===== config.mk =====
export PLATFORM = sky130hd
export DESIGN_NAME = regfile_writeback
export DESIGN_NICKNAME = d
export VERILOG_FILES = /design/src/rtl/regfile_writeback.sv
export SDC_FILE = /design/constraint.sdc
export NUM_CORES = 1
export LEC_CHECK = 0
export ABC_CLOCK_PERIOD_IN_PS = 7450
export CAP_MARGIN = 40
export CELL_PAD_IN_SITES_DETAIL_PLACEMENT = 1
export CELL_PAD_IN_SITES_GLOBAL_PLACEMENT = 1
export CORE_MARGIN = 4
export CORE_UTILIZATION = 25
export CTS_CLUSTER_DIAMETER = 80
export DETAILED_ROUTE_END_ITERATION = 6
export HOLD_SLACK_MARGIN = 0.12
export MAX_ROUTING_LAYER = met4
export PLACE_DENSITY = 0.62
export SKIP_CTS_REPAIR_TIMING = 1
export SLEW_MARGIN = 20
export SYNTH_ARGS = -nofsm -noshare
export SYNTH_HDL_FRONTEND = slang
export SYNTH_SLANG_ARGS = --single-unit

===== constraint.sdc =====
create_clock -name clk -period 7.45 [get_ports clk]
set_input_delay 1.8625 -clock clk [delete_from_list [all_inputs] [get_ports clk]]
set_output_delay 1.8625 -clock clk [all_outputs]
set_load 0.01 [all_outputs]

===== src/rtl/regfile_writeback.sv =====
// Write-back queue feeding the 16x32 register bank: merges ALU/MEM results in order and flags RAW hazards.
// Optional build macro REGFILE_WB_R0_ZERO_EN: writes to register 0 are handshaken but dropped, and r0 never hazards.
module regfile_writeback #(
  parameter int DEPTH = 4,
  parameter int AW    = 4,
  parameter int DW    = 32
) (
  input  logic                     clk,
  input  logic                     rst_n,
  input  logic                     alu_valid,
  input  logic [AW-1:0]            alu_dest,
  input  logic [DW-1:0]            alu_data,
  output logic                     alu_ready,
  input  logic                     mem_valid,
  input  logic [AW-1:0]            mem_dest,
  input  logic [DW-1:0]            mem_data,
  output logic                     mem_ready,
  input  logic                     wb_hold,
  output logic                     wr_en,
  output logic [AW-1:0]            dest,
  output logic [DW-1:0]            Din,
  input  logic [AW-1:0]            chk_addr1,
  input  logic [AW-1:0]            chk_addr2,
  output logic                     hazard1,
  output logic                     hazard2,
  output logic [$clog2(DEPTH):0]   level,
  output logic                     idle
);

  localparam int PW = $clog2(DEPTH);
  localparam int LW = PW + 1;
  localparam logic [LW-1:0] DEPTH_L = LW'(DEPTH);
  localparam logic [LW-1:0] ONE_L   = LW'(1);
  localparam logic [LW-1:0] TWO_L   = LW'(2);
  localparam logic [PW-1:0] PTR_ONE = PW'(1);

  logic [PW-1:0]    wr_ptr_q, wr_ptr_d, rd_ptr_q, rd_ptr_d, alu_slot_s;
  logic [LW-1:0]    level_q, level_d, space_s;
  logic [DEPTH-1:0] valid_q, valid_d;
  logic [AW-1:0]    dest_q [DEPTH];
  logic [DW-1:0]    data_q [DEPTH];
  logic             mem_keep_s, alu_keep_s, mem_push_s, alu_push_s, pop_s;

`ifdef REGFILE_WB_R0_ZERO_EN
  assign mem_keep_s = (mem_dest != {AW{1'b0}});
  assign alu_keep_s = (alu_dest != {AW{1'b0}});
`else
  assign mem_keep_s = 1'b1;
  assign alu_keep_s = 1'b1;
`endif

  // Handshake, push/pop decisions and next-state for pointers, level and valid bits.
  always_comb begin
    space_s    = DEPTH_L - level_q;
    mem_ready  = (space_s >= ONE_L);
    alu_ready  = mem_valid ? (space_s >= TWO_L) : (space_s >= ONE_L);
    mem_push_s = mem_valid && mem_ready && mem_keep_s;
    alu_push_s = alu_valid && alu_ready && alu_keep_s;
    pop_s      = (level_q != {LW{1'b0}}) && !wb_hold;
    // MEM takes the first free slot so a same-dest ALU result lands after it.
    alu_slot_s = mem_push_s ? (wr_ptr_q + PTR_ONE) : wr_ptr_q;
    wr_ptr_d   = wr_ptr_q + PW'(mem_push_s) + PW'(alu_push_s);
    rd_ptr_d   = pop_s ? (rd_ptr_q + PTR_ONE) : rd_ptr_q;
    level_d    = level_q + LW'(mem_push_s) + LW'(alu_push_s) - LW'(pop_s);
    valid_d    = valid_q;
    for (int i = 0; i < DEPTH; i++) begin
      valid_d[i] = (mem_push_s && (wr_ptr_q == PW'(i))) ||
                   (alu_push_s && (alu_slot_s == PW'(i))) ||
                   (valid_q[i] && !(pop_s && (rd_ptr_q == PW'(i))));
    end
  end

  // Queue state and entry storage.
  always_ff @(posedge clk or negedge rst_n) begin
    if (!rst_n) begin
      wr_ptr_q <= {PW{1'b0}};
      rd_ptr_q <= {PW{1'b0}};
      level_q  <= {LW{1'b0}};
      valid_q  <= {DEPTH{1'b0}};
      for (int i = 0; i < DEPTH; i++) begin
        dest_q[i] <= {AW{1'b0}};
        data_q[i] <= {DW{1'b0}};
      end
    end else begin
      wr_ptr_q <= wr_ptr_d;
      rd_ptr_q <= rd_ptr_d;
      level_q  <= level_d;
      valid_q  <= valid_d;
      for (int i = 0; i < DEPTH; i++) begin
        if (mem_push_s && (wr_ptr_q == PW'(i))) begin
          dest_q[i] <= mem_dest;
          data_q[i] <= mem_data;
        end else if (alu_push_s && (alu_slot_s == PW'(i))) begin
          dest_q[i] <= alu_dest;
          data_q[i] <= alu_data;
        end else begin
          dest_q[i] <= dest_q[i];
          data_q[i] <= data_q[i];
        end
      end
    end
  end

  // Bank write port and status, all decoded from registered queue state.
  always_comb begin
    wr_en = (level_q != {LW{1'b0}}) && !wb_hold;
    if (wr_en) begin
      dest = dest_q[rd_ptr_q];
      Din  = data_q[rd_ptr_q];
    end else begin
      dest = {AW{1'b0}};
      Din  = {DW{1'b0}};
    end
    level = level_q;
    idle  = (level_q == {LW{1'b0}});
  end

  // RAW hazard lookup; the entry being written this cycle still counts.
  always_comb begin
    hazard1 = 1'b0;
    hazard2 = 1'b0;
    for (int i = 0; i < DEPTH; i++) begin
      hazard1 = hazard1 || (valid_q[i] && (dest_q[i] == chk_addr1));
      hazard2 = hazard2 || (valid_q[i] && (dest_q[i] == chk_addr2));
    end
`ifdef REGFILE_WB_R0_ZERO_EN
    hazard1 = hazard1 && (chk_addr1 != {AW{1'b0}});
    hazard2 = hazard2 && (chk_addr2 != {AW{1'b0}});
`endif
  end

endmodule

**Run 1: track usage over the die**

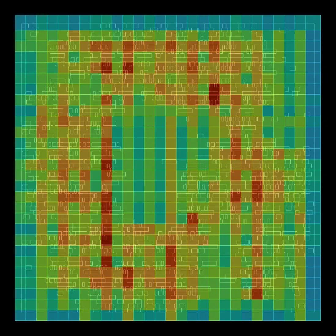
met1 global-route usage: 23.4%
fin util: 32.5%
met3 routing resource usage after global routing: 2.56%

**Run 1: metal 2**

The bar under the picture is 50 um long. Cells faint in the background.
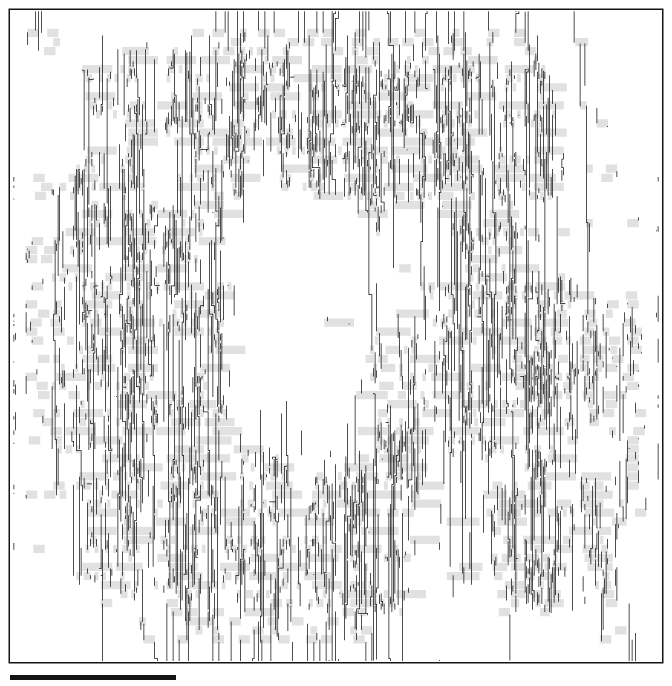
longest straight run: 100 um
main direction: vertical

**Run 1: sizing map**

The bar under the picture is 50 um long.
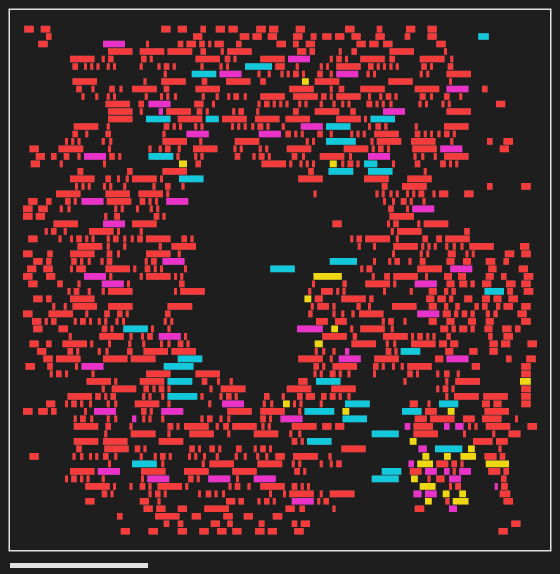
[red] x1 and smaller | cells: 1,001 | most used: nand2_1
[cyan] x6 and larger | cells: 34 | most used: clkbuf_16
[magenta] x2 | cells: 53 | most used: mux4_2
[yellow] x3 and x4 | cells: 24 | most used: buf_4

==> flow.log, run 1 <==
[flow] final metrics
[metrics] Pre-Place Util: 25.4%
[metrics] outcome: finished, final reports clean
[metrics] dominant cell type by area after synthesis: sky130_fd_sc_hd__dfrtp_1
[metrics] reg-to-reg critical path startpoint: level[0]$_DFF_PN0_
[metrics] vias in the first global route: 8,317
[metrics] part of the total power dissipated in the clock network: 17.9%
[metrics] row cnt: around 68
[metrics] power drawn by the combinational cells: roughly 0.0027 W
[metrics] drt wl/cell: 20.4 um
[metrics] Crit. path cell count: 6
[metrics] Worst Reg2Reg Path Length in Cells: 10
[metrics] Finish-stage setup viols: 0
[metrics] die height: 196 um
[metrics] total clock sinks: 155
[metrics] layout-stage area growth over the synthesis result: 27.8%
[metrics] maximum resistive drop on vdd: 0.000193 V
[metrics] share of power burned in registers: 30.7%
[metrics] category of the worst setup path launch point: input port
[metrics] most flop-heavy register: data_q
[metrics] I/O Buffers: 129
[metrics] Worst EP arrival: 3.60 ns
[metrics] count of antenna-violating nets left after detailed routing: 0
[metrics] biggest area consumer among cell classes: combinational gates
[metrics] largest power group: combinational cells
[metrics] power per unit of standard cell area: 471 nW/um2
[metrics] buffering overhead: 14.4%
[metrics] OpenROAD warning count: 34
[metrics] Gate Count Post-Synth: 999
[metrics] number of nets produced by synthesis: 1,100
[metrics] Synth top area share: roughly 44%
[metrics] number of diodes added for antenna fixing: 1
[metrics] Worst-path clk slew: 0.06 ns
[metrics] critical path launch point: chk_addr1[3]
[metrics] worst path bufs/invs: 2
[metrics] worst hold margin: roughly 0.54 ns
[metrics] final setup skew: 0.00965 ns
[metrics] switching power summed over all nets: 0.00214 W
[metrics] Placement Cell Area: 10,600 um2
[metrics] Met3 Routed Length: 1030 um
[metrics] CTS root buf: sky130_fd_sc_hd__clkbuf_16
[metrics] sequential fraction of the synthesis area: 43.9%
[metrics] logic gate fraction of the total cell area: 40.1%
[metrics] GP Congestion: approximately 0.79
run 1: cells in the final DEF, fill, tap and decap left out, types with 11 or more instances in the layout:
| cell | instances |
|---|---|
| sky130_fd_sc_hd__mux4_2 | 36 |
| sky130_fd_sc_hd__clkbuf_16 | 17 |
| sky130_fd_sc_hd__inv_1 | 11 |
| sky130_fd_sc_hd__buf_4 | 13 |
| sky130_fd_sc_hd__dfrtp_1 | 153 |
| sky130_fd_sc_hd__nand3_1 | 12 |
| sky130_fd_sc_hd__a31oi_1 | 144 |
| sky130_fd_sc_hd__ha_1 | 13 |
| sky130_fd_sc_hd__and2_1 | 36 |
| sky130_fd_sc_hd__nor2_1 | 145 |
| sky130_fd_sc_hd__xor2_1 | 26 |
| sky130_fd_sc_hd__clkdlybuf4s50_1 | 128 |
| sky130_fd_sc_hd__nand2_1 | 298 |
**Run 1: M1 wires**

The bar under the picture is 50 um long. Supply wires on this layer in grey. Cells faint in the background.
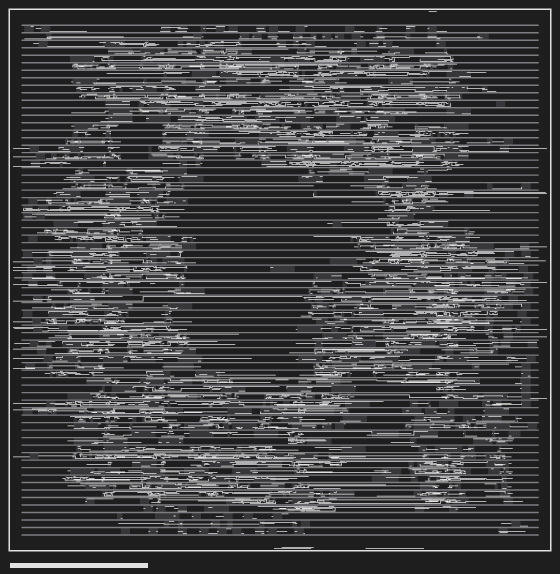

==> run 2, diff against run 1 <==
--- a/config.mk
+++ b/config.mk
@@ -5,7 +5,7 @@
 export SDC_FILE = /design/constraint.sdc
 export NUM_CORES = 1
 export LEC_CHECK = 0
-export ABC_CLOCK_PERIOD_IN_PS = 7450
+export ABC_CLOCK_PERIOD_IN_PS = 5500
 export CAP_MARGIN = 40
 export CELL_PAD_IN_SITES_DETAIL_PLACEMENT = 1
 export CELL_PAD_IN_SITES_GLOBAL_PLACEMENT = 1
==> constraint.sdc (replaced) <==
create_clock -name clk -period 5.5 [get_ports clk]
set_input_delay 1.375 -clock clk [delete_from_list [all_inputs] [get_ports clk]]
set_output_delay 1.375 -clock clk [all_outputs]
set_load 0.01 [all_outputs]
**Run 2: M1 wires**

The bar under the picture is 50 um long. Supply wires on this layer in grey. Cells faint in the background.
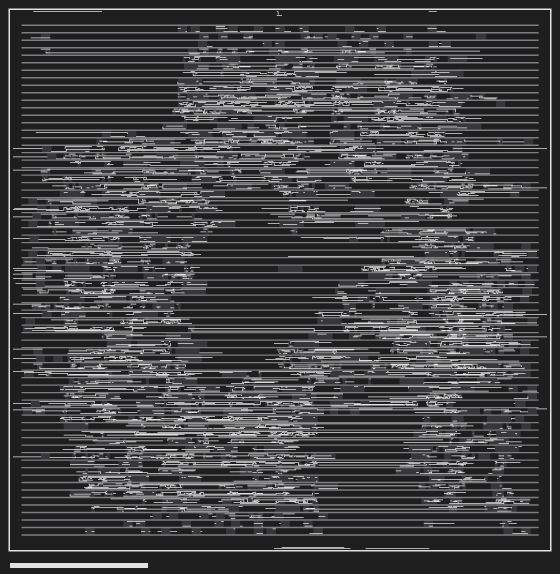
wire length on this layer: 15,000 um
main direction: horizontal
share of all routed wire: 47%
nets with wire on the layer: 1,078

**Run 2: track usage over the die**

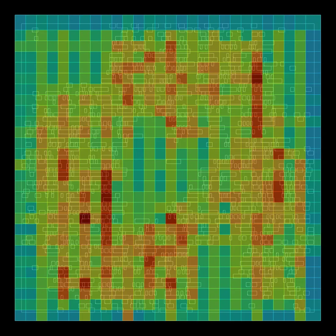
drt wl/cell: 20.5 um
met3 routing resource usage after global routing: 2.42%
fin util: 32.1%
Tot GR Track Use: 17.5%

==> run 2 against run 1 <==
  * Sequential power increased by about 40%
  * Final cell count decreased by 0.32%
  * Core utilization decreased by 0.41 points
  * Die area unchanged
  * Sequential cell count unchanged
  * Critical path depth unchanged
  * Sequential share of layout area increased by 0.44 points
  * Non-clock buffer count is 2 lower
  * Worst setup slack lost 1.0 ns
  * Clock skew barely moved
  * Clock-buffer cell count down 2
  * Synthesized area stayed put
  * Critical endpoint unchanged
  * Largest cell class unchanged
  * Highest routed layer unchanged
==> flow.log, run 2 <==
[flow] final metrics
[metrics] outcome: finished, final reports clean
[metrics] Gate Count Post-Synth: about 1,000
[metrics] Worst-path clk slew: 0.07 ns
[metrics] reg-to-reg critical path startpoint: level[0]$_DFF_PN0_
[metrics] worst hold margin: 0.532 ns
[metrics] largest power group: combinational cells
[metrics] layout-stage area growth over the synthesis result: 26.2%
[metrics] number of nets produced by synthesis: 1,100
[metrics] worst path bufs/invs: 2
[metrics] Crit. path cell count: 6
[metrics] critical path launch point: chk_addr1[3]
[metrics] power per unit of standard cell area: 632 nW/um2
[metrics] switching power summed over all nets: 0.00290 W
[metrics] Pre-Place Util: 25.4%
[metrics] DR pass1 iterations: 5
[metrics] met1 global-route usage: 23.1%
[metrics] setup slack, reg-to-reg: 2.09 ns
[metrics] busiest metal layer after global routing: met2
[metrics] die height: roughly 200 um
[metrics] Finish-stage setup viols: 0
[metrics] Placement Cell Area: 10,500 um2
[metrics] Worst Reg2Reg Path Length in Cells: 10
[metrics] part of the total power dissipated in the clock network: 16.7%
[metrics] power drawn by the combinational cells: 0.00359 W
[metrics] Top-Level Pins: between 100 and 150
[metrics] GP Congestion: 0.773
[metrics] share of power burned in registers: 32.4%
[metrics] sequential fraction of the synthesis area: 43.9%
[metrics] Synth top area share: 43.9%
[metrics] commonest cells after routing, fill and taps aside: sky130_fd_sc_hd__nand2_1, sky130_fd_sc_hd__dfrtp_1, sky130_fd_sc_hd__nor2_1
[metrics] full die area: 38,400 um2
[metrics] most common logic cell in the routed design: sky130_fd_sc_hd__nand2_1
[metrics] vias in the first global route: between 8,000 and 9,000
[metrics] die boundary width: 196 um
[metrics] number of enable-type register cells in the synthesized netlist: 0
[metrics] dominant cell type by area after synthesis: sky130_fd_sc_hd__dfrtp_1
[metrics] Worst EP arrival: 3.14 ns
[metrics] OpenROAD warning count: 34
[metrics] row cnt: 68
[metrics] CTS root buf: sky130_fd_sc_hd__clkbuf_16
[metrics] category of the worst setup path launch point: input port
[metrics] total clock sinks: 155
[metrics] I/O Buffers: ~130
**Run 2: metal 2**

The bar under the picture is 50 um long. Cells faint in the background.
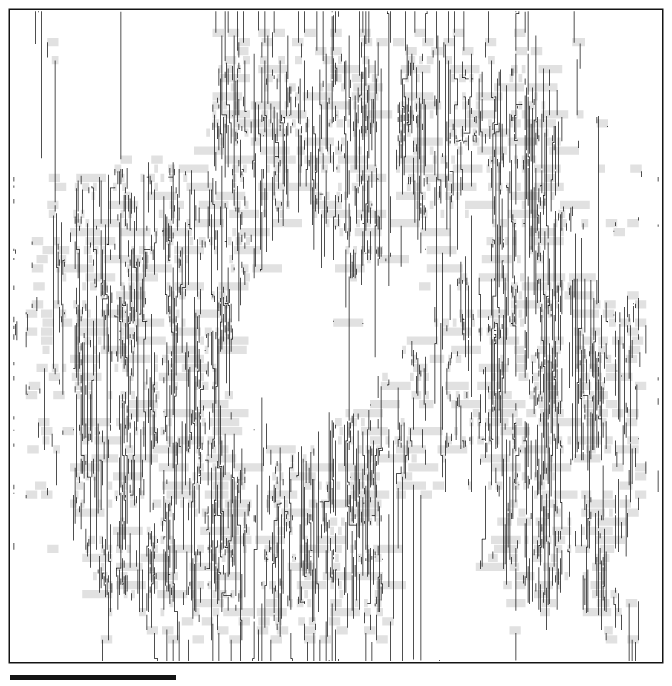
share of all routed wire: 50%
longest straight run: 81.8 um
wire length on this layer: 15,900 um
nets with wire on the layer: 989
main direction: vertical

[run 2: metal layers]
layer	part of all wire, %	vias to the layer above	wire [um]
met4	0.96	0	307
li1	-	3599	-
met1	47	3945	15000
met5	0	-	0
met2	50	136	15900
met3	2.7	22	879
[run 2: layout make-up]
type / instances / area [um2] / area share, %
Clock buffer: 19 / 443 / 3.97
Clock inverter: 11 / 124 / 1.11
Multi-Input combinational cell: 761 / 4530 / 40.6
Tap cell: 455 / 569 / 5.11
Inverter: 12 / 45.0 / 0.404
Timing Repair Buffer: 150 / 1550 / 13.9
Sequential cell: 155 / 3880 / 34.8
**Run 2: layout detail**

The bar under the picture is 10 um long. Window x 78 to 118, y 39 to 79 um. Cells in grey, sequential cells in the stronger grey; small squares are vias.
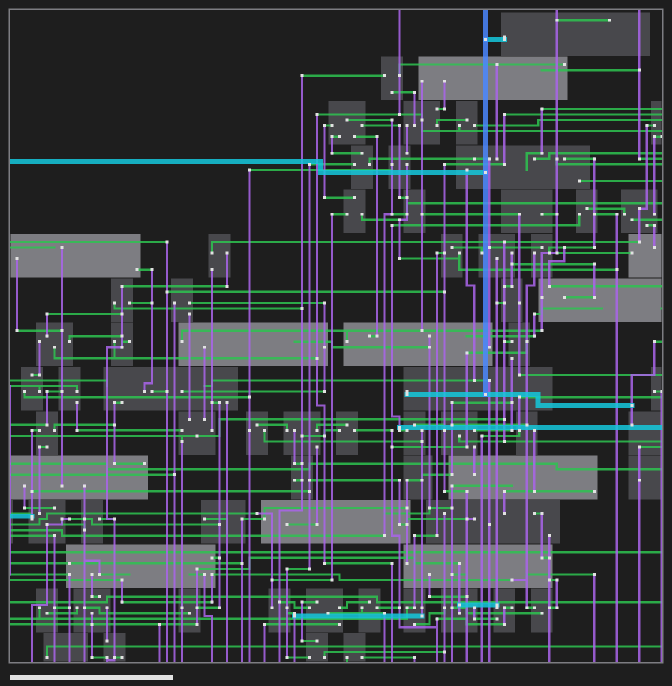

==> run 3, diff against run 2 <==
--- a/config.mk
+++ b/config.mk
@@ -5,7 +5,7 @@
 export SDC_FILE = /design/constraint.sdc
 export NUM_CORES = 1
 export LEC_CHECK = 0
-export ABC_CLOCK_PERIOD_IN_PS = 5500
+export ABC_CLOCK_PERIOD_IN_PS = 3800
 export CAP_MARGIN = 40
 export CELL_PAD_IN_SITES_DETAIL_PLACEMENT = 1
 export CELL_PAD_IN_SITES_GLOBAL_PLACEMENT = 1
@@ -15,7 +15,7 @@
 export DETAILED_ROUTE_END_ITERATION = 6
 export HOLD_SLACK_MARGIN = 0.12
 export MAX_ROUTING_LAYER = met4
-export PLACE_DENSITY = 0.62
+export PLACE_DENSITY = 0.64
 export SKIP_CTS_REPAIR_TIMING = 1
 export SLEW_MARGIN = 20
 export SYNTH_ARGS = -nofsm -noshare
==> constraint.sdc (replaced) <==
create_clock -name clk -period 3.8 [get_ports clk]
set_input_delay 0.95 -clock clk [delete_from_list [all_inputs] [get_ports clk]]
set_output_delay 0.95 -clock clk [all_outputs]
set_load 0.01 [all_outputs]
**Run 3: layout detail**

The bar under the picture is 10 um long. Window x 78 to 118, y 39 to 79 um. Cells in grey, sequential cells in the stronger grey; small squares are vias.
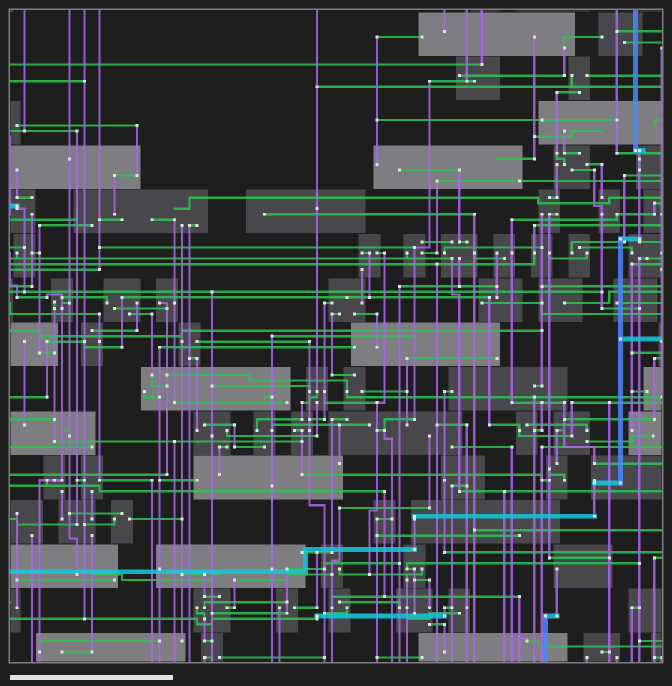
[green] M1
[purple] M2
[cyan] M3
[blue] M4
cells with their middle in the window: 67
netlist names of flops here include: `data_q` (11), `rd_ptr_q` (1)
most frequent: nand2_1 (19), a31oi_1 (12), dfrtp_1 (11)
sequential cells in the window: 12

**Run 3: M1 wires**

The bar under the picture is 50 um long. Supply wires on this layer in grey. Cells faint in the background.
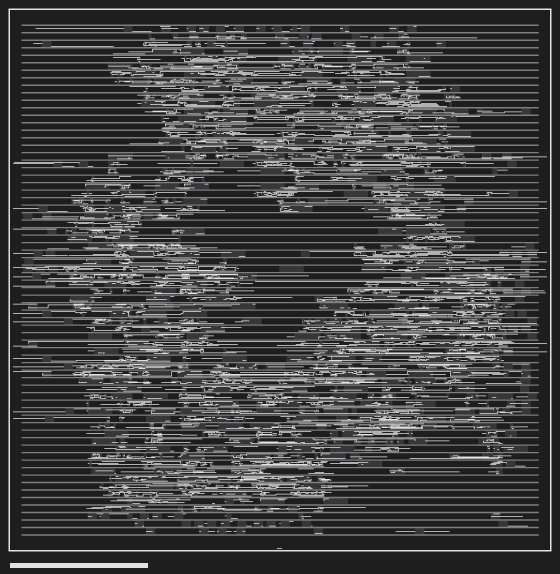
nets with wire on the layer: 1,084
wire length on this layer: 14,600 um

**Run 3: track usage over the die**

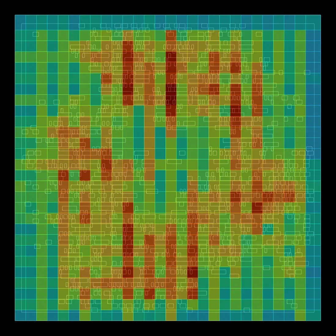
busiest metal layer after global routing: met2
met1 global-route usage: 22.3%
met2 GRT Util: 28.7%
drt wl/cell: 20.3 um
Tot GR Track Use: 17.4%

==> run 3 against run 2 <==
  * Sequential cell count stayed put
  * Global-route usage fell by 0.069 points
  * Sequential power up 43%
  * First-iteration DRC count increased by 7.3%
  * Critical endpoint unchanged
  * Largest cell class unchanged
  * Highest routed layer unchanged
==> flow.log, run 3 <==
[flow] final metrics
[metrics] outcome: finished, final reports clean
[metrics] full die area: 38,400 um2
[metrics] sequential cell count: 155
[metrics] largest registers in the final layout: data_q: 128 flops, dest_q: 16 flops, valid_q: 4 flops
[metrics] count of antenna-violating nets left after detailed routing: 0
[metrics] top flip-flop cell by instance count after synthesis: sky130_fd_sc_hd__dfrtp_1
[metrics] dominant cell type by area after synthesis: sky130_fd_sc_hd__dfrtp_1
[metrics] I/O Buffers: 129
[metrics] number of nets produced by synthesis: roughly 1,100
[metrics] worst hold margin: 0.473 ns
[metrics] Met3 Routed Length: around 1300 um
[metrics] sum of met2 wire segment lengths after detailed routing: 15,600 um
[metrics] tap cells: 455
[metrics] commonest cells after routing, fill and taps aside: sky130_fd_sc_hd__nand2_1, sky130_fd_sc_hd__dfrtp_1, sky130_fd_sc_hd__nor2_1
[metrics] vias in the first global route: 8,573
[metrics] non-filler instance count after layout: approximately 1,600
[metrics] leakage power summed over all cells: approximately 4.7 nW
[metrics] DR pass1 iterations: 4
[metrics] maximum number of buffers from clock root to sink: 2
[metrics] mux frac, synth: 9.18%
[metrics] setup slack, reg-to-reg: 0.44 ns
[metrics] sequential cell area share: 34.5%
[metrics] power per unit of standard cell area: 915 nW/um2
[metrics] die height: 196 um
[metrics] Placement Cell Area: 10,700 um2
[metrics] Gate Count Post-Synth: 999
[metrics] category of the worst setup path launch point: input port
[metrics] final setup skew: 0.0121 ns
[metrics] part of the total power dissipated in the clock network: 16.3%
[metrics] buffering overhead: 14.8%
[metrics] M1 wire length: 14,600 um
[metrics] Pre-Place Util: 25.4%
[metrics] Finish-stage setup viols: 0
[metrics] layout-stage area growth over the synthesis result: 27.3%
[metrics] Worst Reg2Reg Path Length in Cells: 9
[metrics] number of enable-type register cells in the synthesized netlist: 0
[metrics] critical path launch point: chk_addr1[3]
[metrics] logic gate fraction of the total cell area: 40.3%
[metrics] Combinational Area: 4530 um2
[metrics] number of inserted filler cells in the final layout: a little over 4,000
[metrics] critical path peak fanout: 4
[metrics] share of power burned in registers: 31.6%
[metrics] row cnt: 68
[metrics] OpenROAD warning count: 34
[metrics] Worst-path clk slew: 0.06 ns
[metrics] min-delay worst type: input port to async pin
[metrics] Synth top area share: a little over two fifths
[metrics] Crit. path cell count: 6
[metrics] Worst EP arrival: roughly 2.7 ns
[metrics] total clock sinks: 155
[metrics] Signal inverters: 12
[metrics] number of diodes added for antenna fixing: 2
[metrics] Clock buffer cells: 22
[metrics] aoi/oai-family share of the synthesized area: roughly an eighth
[metrics] CTS root buf: sky130_fd_sc_hd__clkbuf_16
[metrics] sequential fraction of the synthesis area: 43.9%
[metrics] switching power summed over all nets: 0.00420 W
[metrics] highest routed metal layer: met4
[metrics] GP Congestion: 0.855
[metrics] met3 routing resource usage after global routing: around 3.2%
[metrics] most flop-heavy register: data_q
[metrics] die boundary width: 196 um
[metrics] flop and latch count out of synthesis: 155
[metrics] ClkCell Share: about 4.9%
[metrics] most common logic cell in the routed design: sky130_fd_sc_hd__nand2_1
[metrics] biggest area consumer among cell classes: combinational gates
[metrics] Non-clock buffers: 160
[metrics] mi-comb count: 761
[metrics] worst path bufs/invs: 2
[metrics] fin util: 32.4%
[metrics] FF+latch area: just under 4000 um2
[metrics] maximum resistive drop on vdd: 0.000336 V
[metrics] Top-Level Pins: about 130
[metrics] total via count after detailed routing: 7,887
[metrics] reg-to-reg critical path startpoint: level[0]$_DFF_PN0_
## run 3: cell count changes in the layout (fill, tap and decap cells not counted)
cell,previous run,this run
sky130_fd_sc_hd__clkinvlp_4,3,1
sky130_fd_sc_hd__clkinv_4,3,2
sky130_fd_sc_hd__clkinv_2,3,2
sky130_fd_sc_hd__buf_4,13,20
sky130_fd_sc_hd__buf_12,8,11
sky130_fd_sc_hd__diode_2,0,2
sky130_fd_sc_hd__clkbuf_1,1,4
## run 3: power groups by stage
stage	Combinational [W]	Clock, W	Sequential, W
floorplan	0.00359	0	0.00298
global placement	0.00527	0	0.00324
detailed placement	0.00543	0	0.00327
CTS	0.00546	0.00171	0.00325
global route	0.00594	0.00179	0.00338
finish	0.00537	0.00167	0.00325
Power figures rest on the tool's default switching activity, not on a simulated workload.
